### src/rtl/regfile_write_arbiter_if.sv
// Write-port bundle between pipeline writeback, debug host and the 4x8 register file.
// The master modport is the surrounding system (pipeline, host, register file); slave is the arbiter.
interface regfile_write_arbiter_if;
    logic [1:0] WB_addr_write;
    logic [7:0] WB_data_write;
    logic       WB_sig_write;
    logic [1:0] HS_addr;
    logic [7:0] HS_data;
    logic       HS_valid;
    logic       HS_ready;
    logic [1:0] DM_addr_write;
    logic [7:0] DM_data_write;
    logic       DM_sig_write;
    logic       sig_stall;
    logic       sig_init_busy;

    modport master (
        output WB_addr_write, WB_data_write, WB_sig_write,
        output HS_addr, HS_data, HS_valid,
        input  HS_ready,
        input  DM_addr_write, DM_data_write, DM_sig_write,
        input  sig_stall, sig_init_busy
    );

    modport slave (
        input  WB_addr_write, WB_data_write, WB_sig_write,
        input  HS_addr, HS_data, HS_valid,
        output HS_ready,
        output DM_addr_write, DM_data_write, DM_sig_write,
        output sig_stall, sig_init_busy
    );
endinterface

### src/rtl/regfile_write_arbiter.sv
// Single write-port owner for the 4x8 register file: post-reset clear, pipeline-priority
// arbitration against a one-entry host buffer, and a starvation stall request.
module regfile_write_arbiter #(
    parameter int unsigned STARVE_LIMIT = 8,
    parameter logic [7:0]  CLEAR_VALUE  = 8'h00
) (
    input  logic                     sig_clk,
    input  logic                     sig_rst_n,
    regfile_write_arbiter_if.slave   bus
);
    localparam int unsigned AW = 2;
    localparam int unsigned DW = 8;
    localparam int unsigned CW = 8;
    localparam logic [CW-1:0] LIMIT   = CW'(STARVE_LIMIT);
    localparam logic [CW-1:0] CNT_MAX = '1;
    localparam logic [AW-1:0] LAST_ADDR = '1;

    typedef enum logic [1:0] {S_CLEAR, S_IDLE, S_PEND} state_t;

    state_t          r_state,    w_state_nxt;
    logic [AW-1:0]   r_clr_addr, w_clr_addr_nxt;
    logic [AW-1:0]   r_buf_addr, w_buf_addr_nxt;
    logic [DW-1:0]   r_buf_data, w_buf_data_nxt;
    logic [CW-1:0]   r_wait_cnt, w_wait_cnt_nxt;
    logic            r_stall,    w_stall_nxt;

    logic            w_dm_we;
    logic [AW-1:0]   w_dm_addr;
    logic [DW-1:0]   w_dm_data;
    logic [CW-1:0]   w_wait_inc;

    assign w_wait_inc = (r_wait_cnt == CNT_MAX) ? r_wait_cnt : r_wait_cnt + CW'(1);

    always_ff @(posedge sig_clk or negedge sig_rst_n) begin
        if (!sig_rst_n) begin
            r_state    <= S_CLEAR;
            r_clr_addr <= '0;
            r_buf_addr <= '0;
            r_buf_data <= '0;
            r_wait_cnt <= '0;
            r_stall    <= 1'b0;
        end else begin
            r_state    <= w_state_nxt;
            r_clr_addr <= w_clr_addr_nxt;
            r_buf_addr <= w_buf_addr_nxt;
            r_buf_data <= w_buf_data_nxt;
            r_wait_cnt <= w_wait_cnt_nxt;
            r_stall    <= w_stall_nxt;
        end
    end

    // Next state and the combinational write-port mux (pipeline path has no added latency).
    always_comb begin
        w_state_nxt    = r_state;
        w_clr_addr_nxt = r_clr_addr;
        w_buf_addr_nxt = r_buf_addr;
        w_buf_data_nxt = r_buf_data;
        w_wait_cnt_nxt = r_wait_cnt;
        w_stall_nxt    = r_stall;
        w_dm_we        = 1'b0;
        w_dm_addr      = bus.WB_addr_write;
        w_dm_data      = bus.WB_data_write;

        case (r_state)
            S_CLEAR: begin
                w_dm_we        = 1'b1;
                w_dm_addr      = r_clr_addr;
                w_dm_data      = CLEAR_VALUE;
                w_clr_addr_nxt = r_clr_addr + AW'(1);
                if (r_clr_addr == LAST_ADDR) begin
                    w_state_nxt = S_IDLE;
                end
            end
            S_IDLE: begin
                w_dm_we = bus.WB_sig_write;
                if (bus.HS_valid) begin
                    w_buf_addr_nxt = bus.HS_addr;
                    w_buf_data_nxt = bus.HS_data;
                    w_wait_cnt_nxt = '0;
                    w_state_nxt    = S_PEND;
                end
            end
            S_PEND: begin
                if (bus.WB_sig_write) begin
                    w_dm_we        = 1'b1;
                    w_wait_cnt_nxt = w_wait_inc;
                    w_stall_nxt    = (w_wait_inc >= LIMIT);
                end else begin
                    w_dm_we        = 1'b1;
                    w_dm_addr      = r_buf_addr;
                    w_dm_data      = r_buf_data;
                    w_wait_cnt_nxt = '0;
                    w_stall_nxt    = 1'b0;
                    w_state_nxt    = S_IDLE;
                end
            end
            default: begin
                w_state_nxt = S_CLEAR;
            end
        endcase
    end

    // Write enable is gated by reset so the file sees no write while reset is held.
    assign bus.DM_sig_write  = sig_rst_n & w_dm_we;
    assign bus.DM_addr_write = w_dm_addr;
    assign bus.DM_data_write = w_dm_data;
    assign bus.HS_ready      = (r_state == S_IDLE);
    assign bus.sig_init_busy = (r_state == S_CLEAR);
    assign bus.sig_stall     = r_stall;

endmodule

### src/flat_wrapper.sv
// flat-port wrapper written by rule: the top's interface ports become plain ports
module regfile_write_arbiter_flat 
#(
    parameter int unsigned STARVE_LIMIT = 8,
    parameter logic [7:0]  CLEAR_VALUE  = 8'h00
)
  (sig_clk, sig_rst_n, bus_WB_addr_write, bus_WB_data_write, bus_WB_sig_write, bus_HS_addr, bus_HS_data, bus_HS_valid, bus_HS_ready, bus_DM_addr_write, bus_DM_data_write, bus_DM_sig_write, bus_sig_stall, bus_sig_init_busy);
  regfile_write_arbiter_if bus_i ();
  input  logic sig_clk;
  input  logic sig_rst_n;
  input wire logic [$bits(bus_i.WB_addr_write)-1:0] bus_WB_addr_write;
  input wire logic [$bits(bus_i.WB_data_write)-1:0] bus_WB_data_write;
  input wire logic [$bits(bus_i.WB_sig_write)-1:0] bus_WB_sig_write;
  input wire logic [$bits(bus_i.HS_addr)-1:0] bus_HS_addr;
  input wire logic [$bits(bus_i.HS_data)-1:0] bus_HS_data;
  input wire logic [$bits(bus_i.HS_valid)-1:0] bus_HS_valid;
  output wire logic [$bits(bus_i.HS_ready)-1:0] bus_HS_ready;
  output wire logic [$bits(bus_i.DM_addr_write)-1:0] bus_DM_addr_write;
  output wire logic [$bits(bus_i.DM_data_write)-1:0] bus_DM_data_write;
  output wire logic [$bits(bus_i.DM_sig_write)-1:0] bus_DM_sig_write;
  output wire logic [$bits(bus_i.sig_stall)-1:0] bus_sig_stall;
  output wire logic [$bits(bus_i.sig_init_busy)-1:0] bus_sig_init_busy;
  assign bus_i.WB_addr_write = bus_WB_addr_write;
  assign bus_i.WB_data_write = bus_WB_data_write;
  assign bus_i.WB_sig_write = bus_WB_sig_write;
  assign bus_i.HS_addr = bus_HS_addr;
  assign bus_i.HS_data = bus_HS_data;
  assign bus_i.HS_valid = bus_HS_valid;
  assign bus_HS_ready = bus_i.HS_ready;
  assign bus_DM_addr_write = bus_i.DM_addr_write;
  assign bus_DM_data_write = bus_i.DM_data_write;
  assign bus_DM_sig_write = bus_i.DM_sig_write;
  assign bus_sig_stall = bus_i.sig_stall;
  assign bus_sig_init_busy = bus_i.sig_init_busy;
  regfile_write_arbiter #(.STARVE_LIMIT(STARVE_LIMIT), .CLEAR_VALUE(CLEAR_VALUE)) u_core (.sig_clk(sig_clk), .sig_rst_n(sig_rst_n), .bus(bus_i));
endmodule
### config.mk
export PLATFORM = sky130hd
export DESIGN_NAME = regfile_write_arbiter_flat
export DESIGN_NICKNAME = d
export VERILOG_FILES = /design/src/rtl/regfile_write_arbiter_if.sv /design/src/rtl/regfile_write_arbiter.sv /design/src/flat_wrapper.sv
export SDC_FILE = /design/constraint.sdc
export NUM_CORES = 1
export LEC_CHECK = 0
export CORE_MARGIN = 4
export CORE_UTILIZATION = 51
export CTS_CLUSTER_DIAMETER = 120
export DETAILED_ROUTE_END_ITERATION = 6
export PLACE_DENSITY = 0.84
export SYNTH_ARGS = -nofsm -noshare
export SYNTH_HDL_FRONTEND = slang
export SYNTH_SLANG_ARGS = --single-unit
### constraint.sdc
create_clock -name sig_clk -period 2.43 [get_ports sig_clk]
set_input_delay 0.3645 -clock sig_clk [delete_from_list [all_inputs] [get_ports sig_clk]]
set_output_delay 0.3645 -clock sig_clk [all_outputs]
set_load 0.01 [all_outputs]
cell_classes.png
Drawn at 8 px/um. Fill, decap, tap and diode cells in gray.
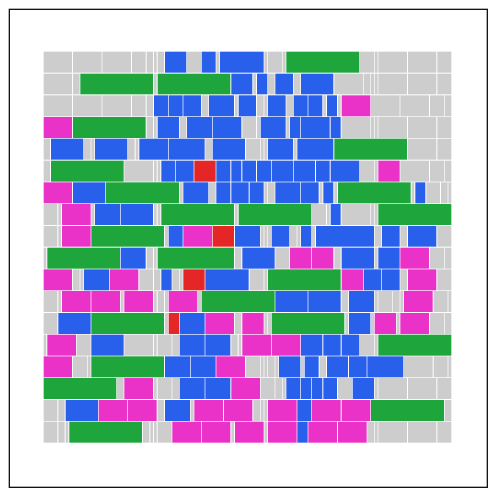
Key: red = clock drivers and dummy loads [cells 4]; magenta = other buffers and delay cells [cells 43]; green = flip-flops [cells 23]; blue = all other logic [cells 98]
Util after Layout: 0.724
sequential share of cell area: 0.319
post-route cell area: 1810 um^2
core area: 2500 um^2

pdn.png
Drawn at 6 px/um. Pins as bars on the die edge.
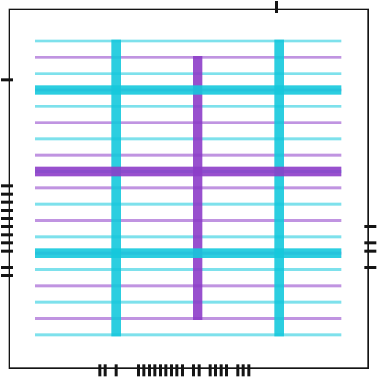
Key: purple = VDD; cyan = VSS
19 met1 rails follow the rows. 38 signal pins sit on the boundary. 3 straps on met4.
IR drop worst, VDD: 0.699 mV
horizontal die size: 59.6 um
vertical extent of the die: 59.6 um

clock_map.png
Drawn at 10 px/um.
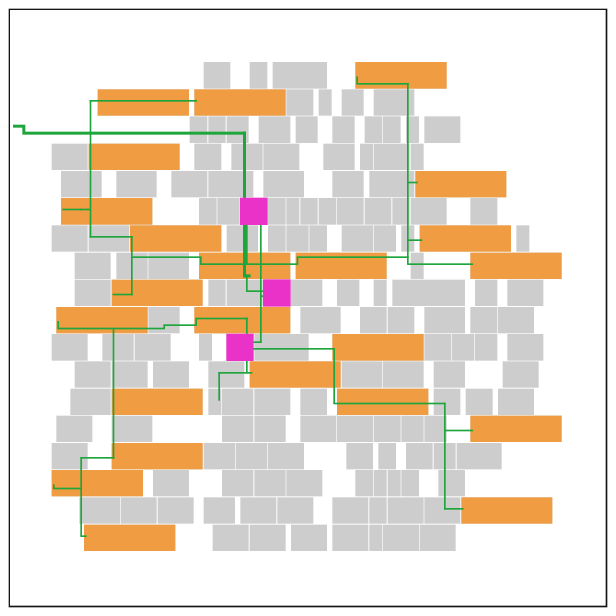
Key: green = clock wires [length 268 um]; orange = flip-flops [count 23]; magenta = cells driving clock nets [count 3]
Position of the flops: widely spread. There are 4 routed clock nets.
Final Skew: 0.00172 ns
Clk power: 0.175 mW
Clock Latency Late Sink: 0.30 ns

registers.png
Drawn at 8 px/um. Other sequential cells in the stronger gray, the rest of the logic in the fainter gray.
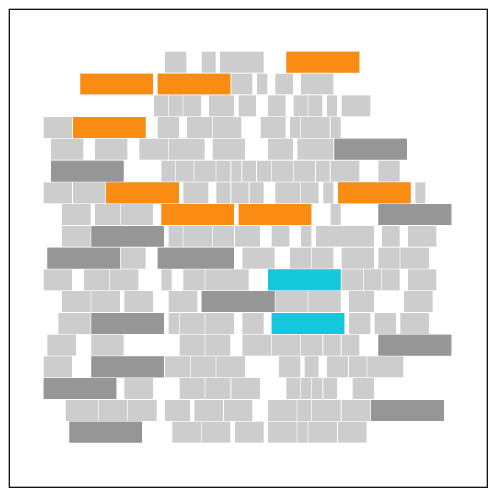
Key: orange = u_core.r_wait_cnt [placed flops 8]; cyan = u_core.r_buf_addr [placed flops 2]
Another 13 sequential cells are not colored.

final_congestion.png
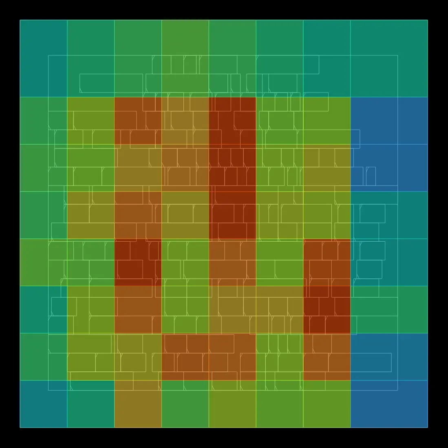
met1 usage: 0.257
Tot GR Track Use: 0.206
average routed wire per standard cell: 16.8 um

==> impl_metrics.toml <==
# implementation run metrics
[yosys]
synth_adder_area_share = 0.0185
yosys.area_share.simple = 0.144
async_reset_ff_frac = 1.00
postSynthCellCount = 128
synth_cell_type_count = 48
syn_avg_cell_area_um2 = 10.6
number_of_synthesized_flops_with_an_enable_pin = 0
mappedNetlistArea_um2 = 1360
synth_cell_count_leaders = "23 x sky130_fd_sc_hd__dfrtp_1, 11 x sky130_fd_sc_hd__a22o_1, 10 x sky130_fd_sc_hd__a21oi_1, 10 x sky130_fd_sc_hd__mux2_2, 7 x sky130_fd_sc_hd__nand2_1"
yosysSeqAreaShare = 0.424
yosys-mux-area-fraction = 0.117
topCombFamilyByArea = "AND-OR/OR-AND gates"
yosys.stat.chipArea_um2 = 1360
ff_type = "sky130_fd_sc_hd__dfrtp_1"

[final_timing]
timing.final.setup_violations = 0
achievable_clock_frequency_mhz = 432
timing.final.hold_violations = 0
setup-tns-final_ns = 0
timing.final.crit_period_ns = 2.31
fin_worst_hold_slack_ns = 0.478
final_max_slew_viol_count = 0
fin_crit_sh = 0.952
final.setup.worst_slack_ns = 0.117

[pwr]
power.internal_mw = 1.07
switching_share = 0.360
power-per-cell-area_nw_per_um2 = 921
static_power_due_to_leakage_nw = 0.787
power.clock.fraction = 0.105
seq_power_mw = 0.649
total_design_power_mw = 1.67
top_power_group = "combinational cells"
p_comb_frac = 0.506

[setup_path]
cpMaxStageDelayCell = "sky130_fd_sc_hd__clkdlybuf4s50_1"
rr_startpoint = "u_core.r_wait_cnt[0]"
arrival_time_of_the_worst_setup_path_ns = 1.95
path_buffers = 1
path_class = "reg -> out"
worst_setup_path_startpoint = "u_core.r_state[0]"
cp_cell_sequence = "nand2b_1, nor2_2, a22o_1, clkdlybuf4s50_1"
critPathRequiredTime_ns = 2.07
worstSetupEndpointType = "output port"
timing.rr.end = "u_core.bus.sig_stall"
reg2regPathDepth = 5
worst_setup_path_start_kind = "register"
critical_path_depth = 4
crit_family = "buffers and inverters"

[floorplanning]
chipArea_um2 = 3550
boundaryPins = 38
floorplan.core_util = 0.543

[drt]
met3RoutedLength_um = 197
first_iter_violations = 58
ant_nets = 0
vias_per_cell = 6.14
vias = 1215
met2RoutedLength_mm = 1.80
wl_met1_mm = 1.32
drt_first_pass_iters = 4

[cells_and_area]
logic_gate_count = 94
area_delta_synth_final_pct = 33.5
largest_registers_in_the_final_layout = "u_core.r_buf_data x8, u_core.r_wait_cnt x8"
register_area_um2 = 577
clock_buffers = 4
drive_gt1_frac = 0.196
seq_cell_count = 23
n_all_buffers = 43
dominant_cells = "combinational gates"
diodes = 0
clock_cell_area_share = 0.0145
final_common_cell = "sky130_fd_sc_hd__clkdlybuf4s50_1"
fillCellCount = 181
final.signal_inverter_count = 4

[run]
max_capacitance_violation_total = 0
openroad.warnings = 26

[worst_hold_path]
hold_path_class = "in -> async"

[clock_network]
cts.htree.levels = 1
cts-root-buf = "sky130_fd_sc_hd__clkbuf_4"
postCtsSetupBuffers = 0
tritoncts_clock_tree = "done"
clock_tree.buffer_depth = 2
clock_sinks = 23
clk_pin_slew_ns = 0.12
cts_hold_buf = 0
cts_inserted_buffers = 3

[grt]
grt.met2_usage = 0.376
grt_util_met3 = 0.0305
grt_pass1_vias = 1256
grt-busiest-layer = "met2"
grt_max_degree = 24
initial_antenna_violation_count = 0

[placement]
gpl.final_weighted_congestion = 0.844
placedInstanceArea_um2 = 1770
count_of_placed_standard_cells_including_taps = 194
pre_cts_setup_slack_ns = 0.0938
place_hpwl_mm = 2.59

[status]
run_status = "complete, no violations"
Power and IR drop assume default switching activity.
